[config.mk]
export PLATFORM = sky130hd
export DESIGN_NAME = ast_shift
export DESIGN_NICKNAME = d
export VERILOG_FILES = /design/src/rtl/ast_shift.sv
export SDC_FILE = /design/constraint.sdc
export NUM_CORES = 2
export LEC_CHECK = 0
export CAP_MARGIN = 20
export CORE_AREA = 2 2 549 551
export CTS_CLUSTER_DIAMETER = 30
export DETAILED_ROUTE_END_ITERATION = 8
export DIE_AREA = 0 0 551 553
export PLACE_DENSITY = 0.45
export SYNTH_ARGS = -nofsm -noshare
export SYNTH_HDL_FRONTEND = slang
export SYNTH_SLANG_ARGS = --single-unit
[constraint.sdc]
create_clock -name clk_i -period 8.7 [get_ports clk_i]
set_input_delay 2.61 -clock clk_i [delete_from_list [all_inputs] [get_ports clk_i]]
set_output_delay 2.61 -clock clk_i [all_outputs]
set_load 0.005 [all_outputs]
[src/rtl/ast_shift.sv]
// ast_shift: sliding-window extractor for Avalon-ST byte packets.
// Incoming words are appended to a byte buffer. Every output beat presents
// AST_SINK_SYMBOLS windows of up to WINDOW_SIZE bytes, one window per byte
// offset of the packet. Consuming a beat retires AST_SINK_SYMBOLS offsets by
// shifting the buffer down. The buffer is sized so that a full beat of
// windows is always available before the next word has to be accepted.
module ast_shift #(
  parameter int AST_SINK_SYMBOLS = 8,
  parameter int AST_SINK_ORDER   = 0,
  parameter int WINDOW_SIZE      = 20,
  parameter int WINDOW_SIZE_W    = (WINDOW_SIZE == 1) ? 1 : $clog2(WINDOW_SIZE),
  parameter int EMPTY_W          = (AST_SINK_SYMBOLS > 1) ? $clog2(AST_SINK_SYMBOLS) : 1
) (
  input  logic                                          clk_i,
  input  logic                                          srst_i,
  input  logic                                          en_i,

  input  logic                                          ast_sink_valid_i,
  output logic                                          ast_sink_ready_o,
  input  logic [8*AST_SINK_SYMBOLS-1:0]                 ast_sink_data_i,
  input  logic [EMPTY_W-1:0]                            ast_sink_empty_i,
  input  logic                                          ast_sink_startofpacket_i,
  input  logic                                          ast_sink_endofpacket_i,

  output logic [AST_SINK_SYMBOLS*WINDOW_SIZE*8-1:0]     windows_data_o,
  output logic [AST_SINK_SYMBOLS*(WINDOW_SIZE_W+1)-1:0] windows_data_valid_bytes_o,
  input  logic                                          windows_data_ready_i
);

  localparam int SYM   = AST_SINK_SYMBOLS;
  localparam int WIN   = WINDOW_SIZE;
  localparam int VB_W  = WINDOW_SIZE_W + 1;
  // Buffer must hold a full window behind the last lane of a beat plus one
  // more incoming word while that beat is still waiting.
  localparam int CAP   = WIN + 2*SYM - 2;
  localparam int CNT_W = $clog2(CAP + 1);

  localparam logic [CNT_W-1:0] FULL_LVL  = CNT_W'(WIN + SYM - 1);
  localparam logic [CNT_W-1:0] READY_MAX = CNT_W'(WIN + SYM - 2);
  localparam logic [CNT_W-1:0] SYM_C     = CNT_W'(SYM);
  localparam logic [CNT_W-1:0] WIN_C     = CNT_W'(WIN);

  // Registered state
  logic [7:0]       buf_q    [CAP];
  logic [CNT_W-1:0] cnt_q;
  logic             eop_seen_q;

  // Next-state values
  logic [7:0]       buf_next [CAP];
  logic [CNT_W-1:0] cnt_next;
  logic             eop_seen_next;

  // Helper signals
  logic [7:0]       sink_bytes [SYM];
  logic [CNT_W-1:0] word_len;
  logic [CNT_W-1:0] append_base;
  logic [CNT_W-1:0] cnt_after_consume;
  logic             accept;
  logic             beat_valid;
  logic             consume;

  // Reorder the sink word so that sink_bytes[0] is always the first packet byte.
  always_comb begin
    for (int j = 0; j < SYM; j++) begin
      if (AST_SINK_ORDER == 0) begin
        sink_bytes[j] = ast_sink_data_i[8*j +: 8];
      end else begin
        sink_bytes[j] = ast_sink_data_i[8*(SYM-1-j) +: 8];
      end
    end
  end

  // Handshake qualifiers; ready depends only on registered state and en_i.
  always_comb begin
    ast_sink_ready_o = en_i & srst_i & ~eop_seen_q & (cnt_q <= READY_MAX);
    beat_valid       = en_i & srst_i &
                       ((cnt_q >= FULL_LVL) | (eop_seen_q & (cnt_q != '0)));
    accept           = ast_sink_valid_i & ast_sink_ready_o;
    consume          = beat_valid & windows_data_ready_i;
  end

  // Work out how many bytes the current word carries and where it lands.
  // A start-of-packet word always lands at offset 0, which discards any
  // unterminated packet still sitting in the buffer.
  always_comb begin
    if (ast_sink_endofpacket_i) begin
      word_len = SYM_C - CNT_W'(ast_sink_empty_i);
    end else begin
      word_len = SYM_C;
    end

    if (ast_sink_startofpacket_i) begin
      append_base = '0;
    end else begin
      append_base = cnt_q;
    end

    if (cnt_q > SYM_C) begin
      cnt_after_consume = cnt_q - SYM_C;
    end else begin
      cnt_after_consume = '0;
    end
  end

  // Buffer next state: append on accept, shift down one beat on consume.
  always_comb begin
    buf_next = buf_q;
    if (accept) begin
      for (int j = 0; j < CAP; j++) begin
        for (int b = 0; b < SYM; b++) begin
          if (((append_base + CNT_W'(b)) == CNT_W'(j)) && (CNT_W'(b) < word_len)) begin
            buf_next[j] = sink_bytes[b];
          end
        end
      end
    end else if (consume) begin
      for (int j = 0; j < CAP - SYM; j++) begin
        buf_next[j] = buf_q[j + SYM];
      end
      for (int j = CAP - SYM; j < CAP; j++) begin
        buf_next[j] = 8'h00;
      end
    end
  end

  // Fill count and end-of-packet flag next state.
  always_comb begin
    cnt_next      = cnt_q;
    eop_seen_next = eop_seen_q;
    if (accept) begin
      cnt_next = append_base + word_len;
      if (ast_sink_endofpacket_i) begin
        eop_seen_next = 1'b1;
      end
    end else if (consume) begin
      cnt_next = cnt_after_consume;
      if (cnt_after_consume == '0) begin
        eop_seen_next = 1'b0;
      end
    end
  end

  // State registers; en_i low holds everything.
  always_ff @(posedge clk_i) begin
    if (!srst_i) begin
      cnt_q      <= '0;
      eop_seen_q <= 1'b0;
      for (int j = 0; j < CAP; j++) begin
        buf_q[j] <= 8'h00;
      end
    end else if (en_i) begin
      cnt_q      <= cnt_next;
      eop_seen_q <= eop_seen_next;
      for (int j = 0; j < CAP; j++) begin
        buf_q[j] <= buf_next[j];
      end
    end
  end

  // Lane i window byte k is buffer byte i+k; content beyond the length is stale.
  always_comb begin
    windows_data_o = '0;
    for (int i = 0; i < SYM; i++) begin
      for (int k = 0; k < WIN; k++) begin
        windows_data_o[(i*WIN + k)*8 +: 8] = buf_q[i + k];
      end
    end
  end

  // Lane length is min(WINDOW_SIZE, fill - lane), zero when no beat is offered.
  always_comb begin
    windows_data_valid_bytes_o = '0;
    for (int i = 0; i < SYM; i++) begin
      if (beat_valid && (cnt_q > CNT_W'(i))) begin
        if ((cnt_q - CNT_W'(i)) > WIN_C) begin
          windows_data_valid_bytes_o[i*VB_W +: VB_W] = VB_W'(WIN);
        end else begin
          windows_data_valid_bytes_o[i*VB_W +: VB_W] = VB_W'(cnt_q - CNT_W'(i));
        end
      end
    end
  end

endmodule

Figure 1. Clock distribution.
Scale bar: 200 um.
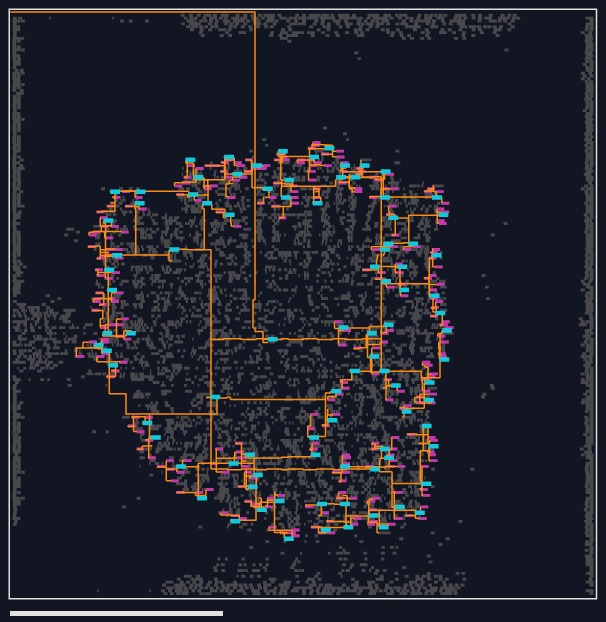
Key: orange = clock wires [length 7090 um]; magenta = flip-flops [count 279]; cyan = clock drivers [count 92]
There are 93 routed clock nets.
Clock Skew: 0.0311 ns
Late-Pin Clk Latency: 0.73 ns
clock network power share: 50.9%

Figure 2. Met4 routing.
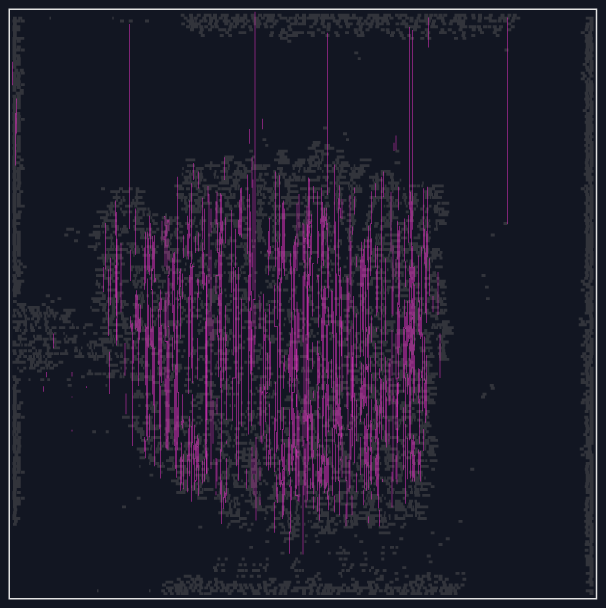
The wires run mostly vertical. The longest straight run is 271 um. The layer holds 7.5% of the routed length. The layer carries 27.1 mm of wire.
Routed WL: 359000 um
via count: 55200

==> changes_impl.md <==
### Implementation results

- Status: finished clean
- Clock Sinks: 279
- Clk root buf: clkbuf_16
- CTS tree: built
- # DRC: 0
- Final Critical Period: 7.94 ns
- Die Ht: 553 um
- Placed cell area: 53300 sq um
- Yosys Chip Area: 43600 sq um
- Max-cap violations: 0
- Final instance area: 56900 sq um
- Ranking of synthesized cells by area: buf_4, dfxtp_1, a21oi_1
- Switching share of power: 36.1%
- FF-to-FF path depth: 11
- Critical path required time: between 6 and 7 ns
- Max Slew Vio Count: 0
- H-tree depth: 3
- FP Core Util: roughly 15%
- CTS max path bufs: 3
- Core Box Area: 299000 sq um
- Worst setup EP type: output pin
- Area leader share: 22.6%
- Flop pwr share: 21.3%
- Yosys cell count: 6203
- Synth Cell Area: 43600 sq um
- Slew HR: 12.2%
Figure 3. Routed metal per tile.
The die is cut into 28 by 28 equal tiles; dark blue is low, red is high, scaled to the fullest tile. Values are wire area over tile area, all layers added.
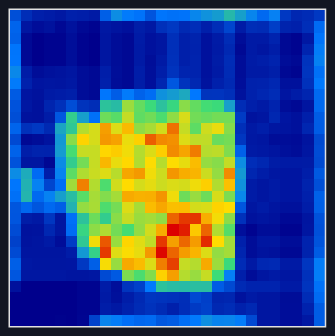
26% of the tiles are over half the peak. The fullest tile reaches 0.79. The emptiest ninth of the die: top left. 9.8% of the tiles are nearly empty. The densest ninth of the die: middle.

[area by class of cell]
type	count	area, sq um
antenna	44	110
multi-input combinational	4018	26000
inverter	49	186
fill	33500	242000
clock buffer	110	2470
sequential	279	5590
clock inverter	61	882
tap	3958	4950
timing repair buffer	1739	16600
[per-layer routing]
metal	share of wire, %	wire length [um]	GRT usage, %	vias up
li1	-	-	-	22000
met1	38	136000	27.0	26400
met2	42	153000	33.9	5340
met3	12	43000	6.85	1408
met4	7.5	27100	14.1	18
met5	0.033	120	0	-
[final timing paths]
| check | slack (ns) | end |
|---|---|---|
| worst min-delay path | 0.45 | buf_q[28]$_SDFFE_PN0P_ |
| worst max register to register | 2.96 | windows_data_o[1117]$_SDFFE_PN0P_ |
| worst max-delay path | 0.76 | windows_data_valid_bytes_o[7] |
| worst min register to register | 0.45 | buf_q[28]$_SDFFE_PN0P_ |
[per-stage QoR]
step / util, % / std cells / total power, W
floorplan: - / 6210 / 0.00248
global placement: 17.8 / 10000 / 0.00346
detailed placement: 17.8 / 10000 / 0.00346
CTS: 19.0 / 10200 / 0.00712
global route: 19.0 / 10200 / 0.00731
finish: 19.0 / 10300 / 0.00718
[cell families after synthesis]
kind of cell,after synthesis,synth area share [%]
flip-flops,279,12.8
XOR/XNOR,37,0.777
AND-OR/OR-AND,2200,36.4
AND/OR/NAND/NOR,1609,17.7
other,1,0.00859
multiplexers,134,3.21
adder cells (fa/ha/maj),30,0.866
buffers and inverters,1913,28.2
[power groups by stage]
stage	registers (W)	clock network (W)	logic, W
after floorplan	0.00142	0	0.00105
after global placement	0.00157	0	0.00189
after detailed placement	0.00157	0	0.00189
after CTS	0.00155	0.00368	0.00189
after global routing	0.00155	0.00376	0.00200
final	0.00153	0.00366	0.00199
[flip-flops by register name, indices dropped and copies added (netlist names)]
register,count
buf_q,56
eop_seen_q,1
cnt_q,6
windows_data_o,216
[cell usage in the layout, fill, tap and decap left out, types with 24 or more instances in the layout]
master           netlist  final
nand3_1              201    201
clkdlybuf4s50_1        0   1379
and3_1                43     43
o31ai_1               70     70
inv_1                 39     38
o221ai_1             147    146
a22o_1                26     26
a222oi_1              29     29
mux2i_1              122    121
nand2_1              465    465
diode_2                0     44
clkbuf_16              0     93
dfxtp_1              279    276
a31oi_1               82     81
o221a_2               31     31
a2111oi_0             31     30
nor4_1                31     31
a21oi_1              361    359
nand4_1               57     57
nor3_1               105     96
nor3_2                18     24
a22oi_1               91     91
a221oi_1              29     29
a32o_1                46     46
o21ai_0              338    337
nand2b_1              34     34
a21o_1                25     25
o211ai_1             101    101
nor2_1               474    470
or3_1                 35     35
a211oi_1             157    157
ha_1                  27     27
buf_4               1312    329
o22ai_1              209    209
a221o_1               64     64
a211o_1               73     73
xnor2_1               32     32
[critical path: stages]
cell             delay (ns)
clkdlybuf4s50_1        0.60
and2_1                 0.30
o31a_1                 0.45
o21ai_0                0.23
or3_1                  0.47
nor2_1                 0.14
clkdlybuf4s50_1        0.53
Power is estimated from default activity; no workload was simulated.
